**src/rtl/conv_controller.sv**
```systemverilog
`default_nettype none
// ============================================================================
// Module   : conv_controller
// Purpose  : Sequencing FSM for a 3x3 convolution engine. It loads the weight
//            header, then for each image reads the row/column dimensions,
//            fills three input rows, and alternates CONV -> FLUSH -> WRITE
//            until the last input row has been consumed. A 16'h00FF word in
//            place of the row count ends the job.
// Ports    : clk, reset (sync, active-high)
//            dut_run            - start request, sampled only in IDLE
//            sram_dut_read_data - input SRAM word at the current read address
//            last_col_next      - next column increment reaches last column
//            last_row_flag      - last input row is loaded
//            18 single-bit strobes/levels to the datapath (all registered)
//            state              - current state encoding (debug/coverage)
// Revision : 1.0 - initial release
// ============================================================================
module conv_controller (
  input  logic        clk,
  input  logic        reset,
  input  logic        dut_run,
  input  logic [15:0] sram_dut_read_data,
  input  logic        last_col_next,
  input  logic        last_row_flag,
  output logic        dut_busy_toggle,
  output logic        str_weights_dims,
  output logic        str_weights_data,
  output logic        rst_dut_wmem_read_address,
  output logic        str_input_nrows,
  output logic        str_input_ncols,
  output logic        incr_raddr_enable,
  output logic        pln_input_row_enable,
  output logic        incr_row_enable,
  output logic        rst_row_counter,
  output logic        incr_col_enable,
  output logic        rst_col_counter,
  output logic        update_d_in,
  output logic        toggle_conv_go_flag,
  output logic        dut_sram_write_enable,
  output logic        incr_waddr_enable,
  output logic        incr_output_addr,
  output logic        rst_output_row_temp,
  output logic [3:0]  state
);

  typedef enum logic [3:0] {
    IDLE    = 4'd0,
    W_DIM   = 4'd1,
    W_DAT   = 4'd2,
    RD_WAIT = 4'd3,
    I_NROW  = 4'd4,
    I_NCOL  = 4'd5,
    FILL    = 4'd6,
    CONV    = 4'd7,
    FLUSH   = 4'd8,
    WRITE   = 4'd9,
    DONE    = 4'd10
  } state_t;

  typedef struct packed {
    logic busy_toggle;
    logic weights_dims;
    logic weights_data;
    logic rst_raddr;
    logic input_nrows;
    logic input_ncols;
    logic incr_raddr;
    logic pln_row;
    logic incr_row;
    logic rst_row;
    logic incr_col;
    logic rst_col;
    logic upd_d_in;
    logic toggle_go;
    logic wr_en;
    logic incr_waddr;
    logic incr_oaddr;
    logic rst_orow;
  } strobe_t;

  localparam logic [15:0] END_MARKER = 16'h00FF;

  state_t     state_q, state_d;
  state_t     ret_q, ret_d;        // state RD_WAIT hands control back to
  logic [1:0] fill_cnt_q, fill_cnt_d;
  logic       phase_q, phase_d;    // second cycle of W_DAT / FLUSH / WRITE
  strobe_t    strb_q, strb_d;

  always_comb begin
    state_d    = state_q;
    ret_d      = ret_q;
    fill_cnt_d = fill_cnt_q;
    phase_d    = 1'b0;
    strb_d     = '0;

    case (state_q)
      IDLE: begin
        strb_d.rst_col = 1'b1;
        strb_d.rst_row = 1'b1;
        if (dut_run) begin
          strb_d.busy_toggle = 1'b1;
          state_d            = W_DIM;
        end
      end
      W_DIM: begin
        strb_d.weights_dims = 1'b1;
        state_d             = W_DAT;
      end
      W_DAT: begin
        // First cycle only waits for the word at address 1 to arrive.
        if (!phase_q) begin
          phase_d = 1'b1;
        end else begin
          strb_d.weights_data = 1'b1;
          state_d             = RD_WAIT;
          ret_d               = I_NROW;
        end
      end
      RD_WAIT: begin
        state_d = ret_q;
      end
      I_NROW: begin
        if (sram_dut_read_data == END_MARKER) begin
          state_d = DONE;
        end else begin
          strb_d.input_nrows = 1'b1;
          strb_d.incr_raddr  = 1'b1;
          state_d            = RD_WAIT;
          ret_d              = I_NCOL;
        end
      end
      I_NCOL: begin
        strb_d.input_ncols = 1'b1;
        strb_d.incr_raddr  = 1'b1;
        fill_cnt_d         = 2'd0;
        state_d            = RD_WAIT;
        ret_d              = FILL;
      end
      FILL: begin
        strb_d.pln_row    = 1'b1;
        strb_d.incr_raddr = 1'b1;
        strb_d.incr_row   = 1'b1;
        fill_cnt_d        = fill_cnt_q + 2'd1;
        // Decision uses the post-increment count: three rows fill the window.
        if (fill_cnt_d == 2'd3) begin
          strb_d.rst_col = 1'b1;
          state_d        = CONV;
        end else begin
          state_d = RD_WAIT;
          ret_d   = FILL;
        end
      end
      CONV: begin
        strb_d.upd_d_in = 1'b1;
        strb_d.incr_col = 1'b1;
        if (last_col_next) begin
          state_d = FLUSH;
        end
      end
      FLUSH: begin
        // Two cycles to drain the two-stage adder pipeline.
        if (!phase_q) begin
          phase_d = 1'b1;
        end else begin
          state_d = WRITE;
        end
      end
      WRITE: begin
        if (!phase_q) begin
          strb_d.wr_en      = 1'b1;
          strb_d.incr_waddr = 1'b1;
          strb_d.incr_oaddr = 1'b1;
          phase_d           = 1'b1;
        end else begin
          strb_d.rst_orow = 1'b1;
          strb_d.rst_col  = 1'b1;
          state_d         = RD_WAIT;
          if (last_row_flag) begin
            ret_d = I_NROW;
          end else begin
            strb_d.pln_row    = 1'b1;
            strb_d.incr_raddr = 1'b1;
            strb_d.incr_row   = 1'b1;
            ret_d             = CONV;
          end
        end
      end
      DONE: begin
        strb_d.busy_toggle = 1'b1;
        state_d            = IDLE;
      end
      default: begin
        state_d = IDLE;
      end
    endcase

    // conv_go flips on every CONV entry and every CONV exit, so it always
    // ends an image back at 0.
    strb_d.toggle_go = ((state_d == CONV) && (state_q != CONV)) ||
                       ((state_q == CONV) && last_col_next);
    // Level output: tracks the state being entered so it lines up with state.
    strb_d.rst_raddr = (state_d != IDLE) && (state_d != DONE);
  end

  always_ff @(posedge clk) begin
    if (reset) begin
      state_q    <= IDLE;
      ret_q      <= IDLE;
      fill_cnt_q <= 2'd0;
      phase_q    <= 1'b0;
      strb_q     <= '0;
    end else begin
      state_q    <= state_d;
      ret_q      <= ret_d;
      fill_cnt_q <= fill_cnt_d;
      phase_q    <= phase_d;
      strb_q     <= strb_d;
    end
  end

  assign state                     = state_q;
  assign dut_busy_toggle           = strb_q.busy_toggle;
  assign str_weights_dims          = strb_q.weights_dims;
  assign str_weights_data          = strb_q.weights_data;
  assign rst_dut_wmem_read_address = strb_q.rst_raddr;
  assign str_input_nrows           = strb_q.input_nrows;
  assign str_input_ncols           = strb_q.input_ncols;
  assign incr_raddr_enable         = strb_q.incr_raddr;
  assign pln_input_row_enable      = strb_q.pln_row;
  assign incr_row_enable           = strb_q.incr_row;
  assign rst_row_counter           = strb_q.rst_row;
  assign incr_col_enable           = strb_q.incr_col;
  assign rst_col_counter           = strb_q.rst_col;
  assign update_d_in               = strb_q.upd_d_in;
  assign toggle_conv_go_flag       = strb_q.toggle_go;
  assign dut_sram_write_enable     = strb_q.wr_en;
  assign incr_waddr_enable         = strb_q.incr_waddr;
  assign incr_output_addr          = strb_q.incr_oaddr;
  assign rst_output_row_temp       = strb_q.rst_orow;

endmodule
`default_nettype wire

```
**config.mk**
```make
export PLATFORM = sky130hd
export DESIGN_NAME = conv_controller
export DESIGN_NICKNAME = d
export VERILOG_FILES = /design/src/rtl/conv_controller.sv
export SDC_FILE = /design/constraint.sdc
export NUM_CORES = 1
export LEC_CHECK = 0
export ABC_AREA = 0
export CORE_UTILIZATION = 25
export DETAILED_ROUTE_END_ITERATION = 8
export PLACE_DENSITY = 0.59
export SLEW_MARGIN = 15
export SYNTH_ARGS = -nofsm -noshare
export SYNTH_HDL_FRONTEND = slang
export SYNTH_SLANG_ARGS = --single-unit
```
**constraint.sdc**
```tcl
create_clock -name clk -period 1.85 [get_ports clk]
set_input_delay 0.185 -clock clk [delete_from_list [all_inputs] [get_ports clk]]
set_output_delay 0.185 -clock clk [all_outputs]
set_load 0.01 [all_outputs]
```
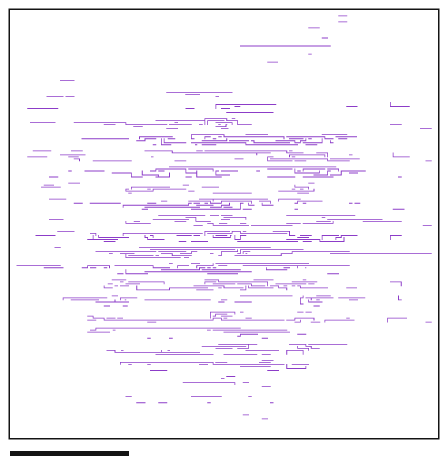
Figure 1: M1 wires.
Bar = 20 µm.
share of all routed wire: 48%
wire length on this layer: 1530 µm
nets with wire on the layer: 197
routing usage on met1: 0.178
Vias: 1261
Total Routed Length: 3210 µm

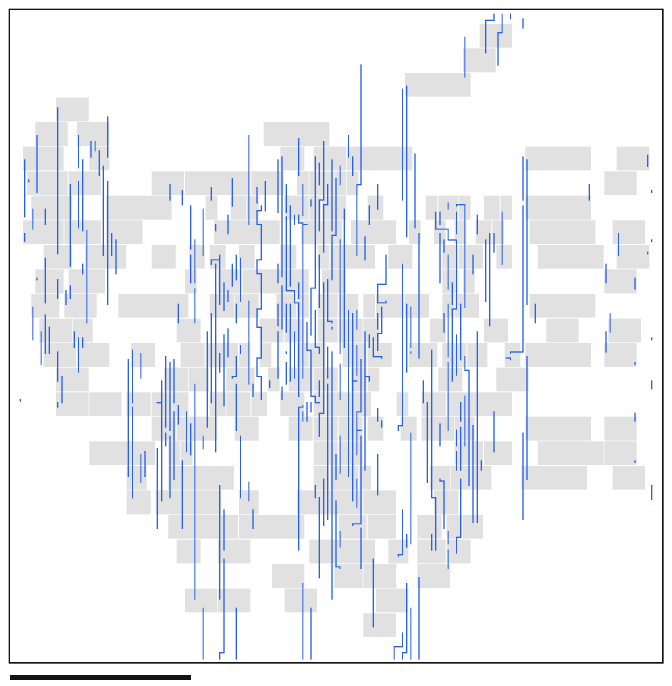
Figure 2: met2 routing.
Bar = 20 µm.
wire length on this layer: 1490 µm
main direction: vertical

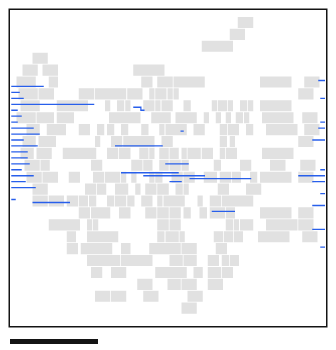
Figure 3: metal 3.
Bar = 20 µm.
main direction: horizontal
share of all routed wire: 5.5%

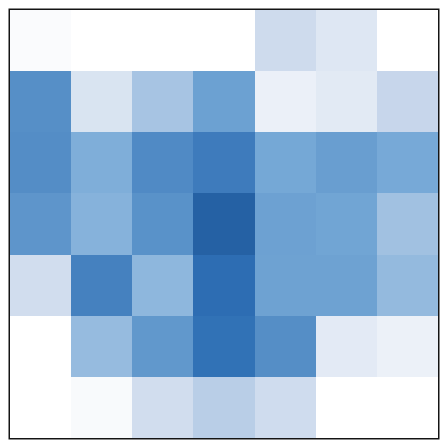
Figure 4: cell area per tile.
7 x 7 tiles, from white (low) to dark blue (high), 0 to 100% covered.
fullest tile: 80%
mean over tiles: 35%
densest ninth of the die: centre
nearly empty tiles: 16%

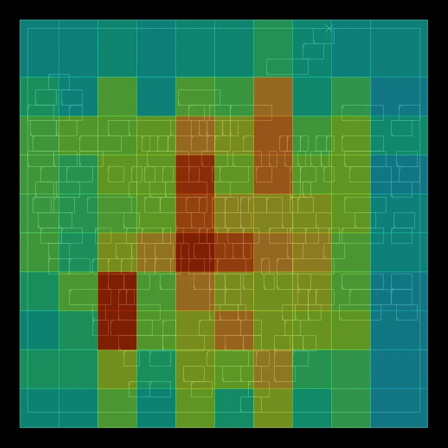
Figure 5: track usage over the die.
met2 routing resource usage after global routing: 0.213
GR met3 Demand/Resource: 0.0181
busiest grt layer: met2
global-route usage over all layers: 0.132

==> reports/results.ini <==
[global_route]
total_gr_overflow = 0
grt_first_pass_wirelength_um = 5490

[final_timing]
timing.max_slew.rel_slack = 0.710
slew_violations = 0
clock.fmax_mhz = 565
finalWorstSetupSlack_ns = 0.0803
timing.hold.ws_ns = 0.466

[route]
wl_per_cell_um = 11.8
drc_errors = 1
drt_pre_antenna_iters = 6

[setup_path]
rr_endpoint = toggle_conv_go_flag
crit_path_cell_trace = clkdlybuf4s50_1, or4_4, or4_4, o22ai_4, mux2i_1, nor2_1
regToRegStartpoint = state[1]
critical_path.top_delay_family = simple AND/OR/NAND/NOR gates
critPathKind = input pin to flop
reg2regPathDepth = 6
timing.critical_path.from_type = input pin
cp-startpoint = sram_dut_read_data[9]
crit_path_max_fanout = 3
timing.critical_path.arrival_ns = 1.93
slowest_delay_ns = 0.47

[placement]
gpl.final_weighted_congestion = 0.808
dp_slack_ns = -0.385

[synthesis]
asyncSetResetFlopFracSynth = 0
synth_simple_gate_area_share = 0.294
post_synth_num_cell_types = 41
synth.cellmix.adderShare = 0.0102
synth-seq-area-share = 0.390
syn_area_mm2 = 0.00123
synth.logic.top_family = simple AND/OR/NAND/NOR gates
ys_area_mm2 = 0.00123
synth-xor-area-share = 0
mux_area_frac = 0.0162
top_cell = dfxtp_1
top_area_cell = dfxtp_1
yosysTopAreaCellShare = 0.390

[final_layout]
layout_top_cell = clkdlybuf4s50_1
layout.core_utilization = 0.407
highest_count_cells_in_the_layout_ignoring_fill_and_taps = 35 x clkdlybuf4s50_1, 26 x buf_4, 22 x dfxtp_1
fin_cells = 272

[power]
clk-power_mw = 0.301
power_density_mw_per_mm2 = 555
total_net_switching_power_mw = 0.263
power.group.top = sequential cells
power.switching_fraction = 0.247
static-leakage-power_nw = 0.787

[floorplan]
core_area_mm2 = 0.00472
chipHeight_um = 72.2
die_area_mm2 = 0.00521
fp-utilization = 0.261

[clock_network]
clock_latency_ns = 0.26
cts.reportedPaths.clkPinSlew_ns = 0.08
cts_hold_buf = 0
ctsHtreeMaxLevel = 1
max-clock-path-buffers = 2
cts_resized = 7
cts_tree = yes
root_buffer = clkbuf_8
numCtsBuffers = 3

[run_status]
failed_checks = DRC
status = finished, violations left

-- layout make-up --
| class | count | area, µm² |
|---|---|---|
| clock buffer | 3 | 41.3 |
| fill | 504 | 2800 |
| inverter | 7 | 26.3 |
| multi-input combinational | 103 | 666 |
| sequential | 24 | 483 |
| tap | 67 | 83.8 |
| timing repair buffer | 68 | 622 |
-- per-layer routing --
metal	vias up	share of wire
li1	638	-
met1	570	0.48
met2	51	0.46
met3	2	0.055
met4	0	0.0034
met5	-	0
-- how the worst max path moves through the flow --
stage	slack, ns	cells after the start	to
after floorplan	0.11	5	ret_q[1]
after global placement	-0.34	6	ret_q[1]
after detailed placement	-0.38	6	ret_q[1]
after CTS	-0.01	6	ret_q[1]
after global routing	0.006	6	toggle_conv_go_flag
final	0.08	6	ret_q[1]
No activity file was given, so power comes from the tool's default toggle rates.
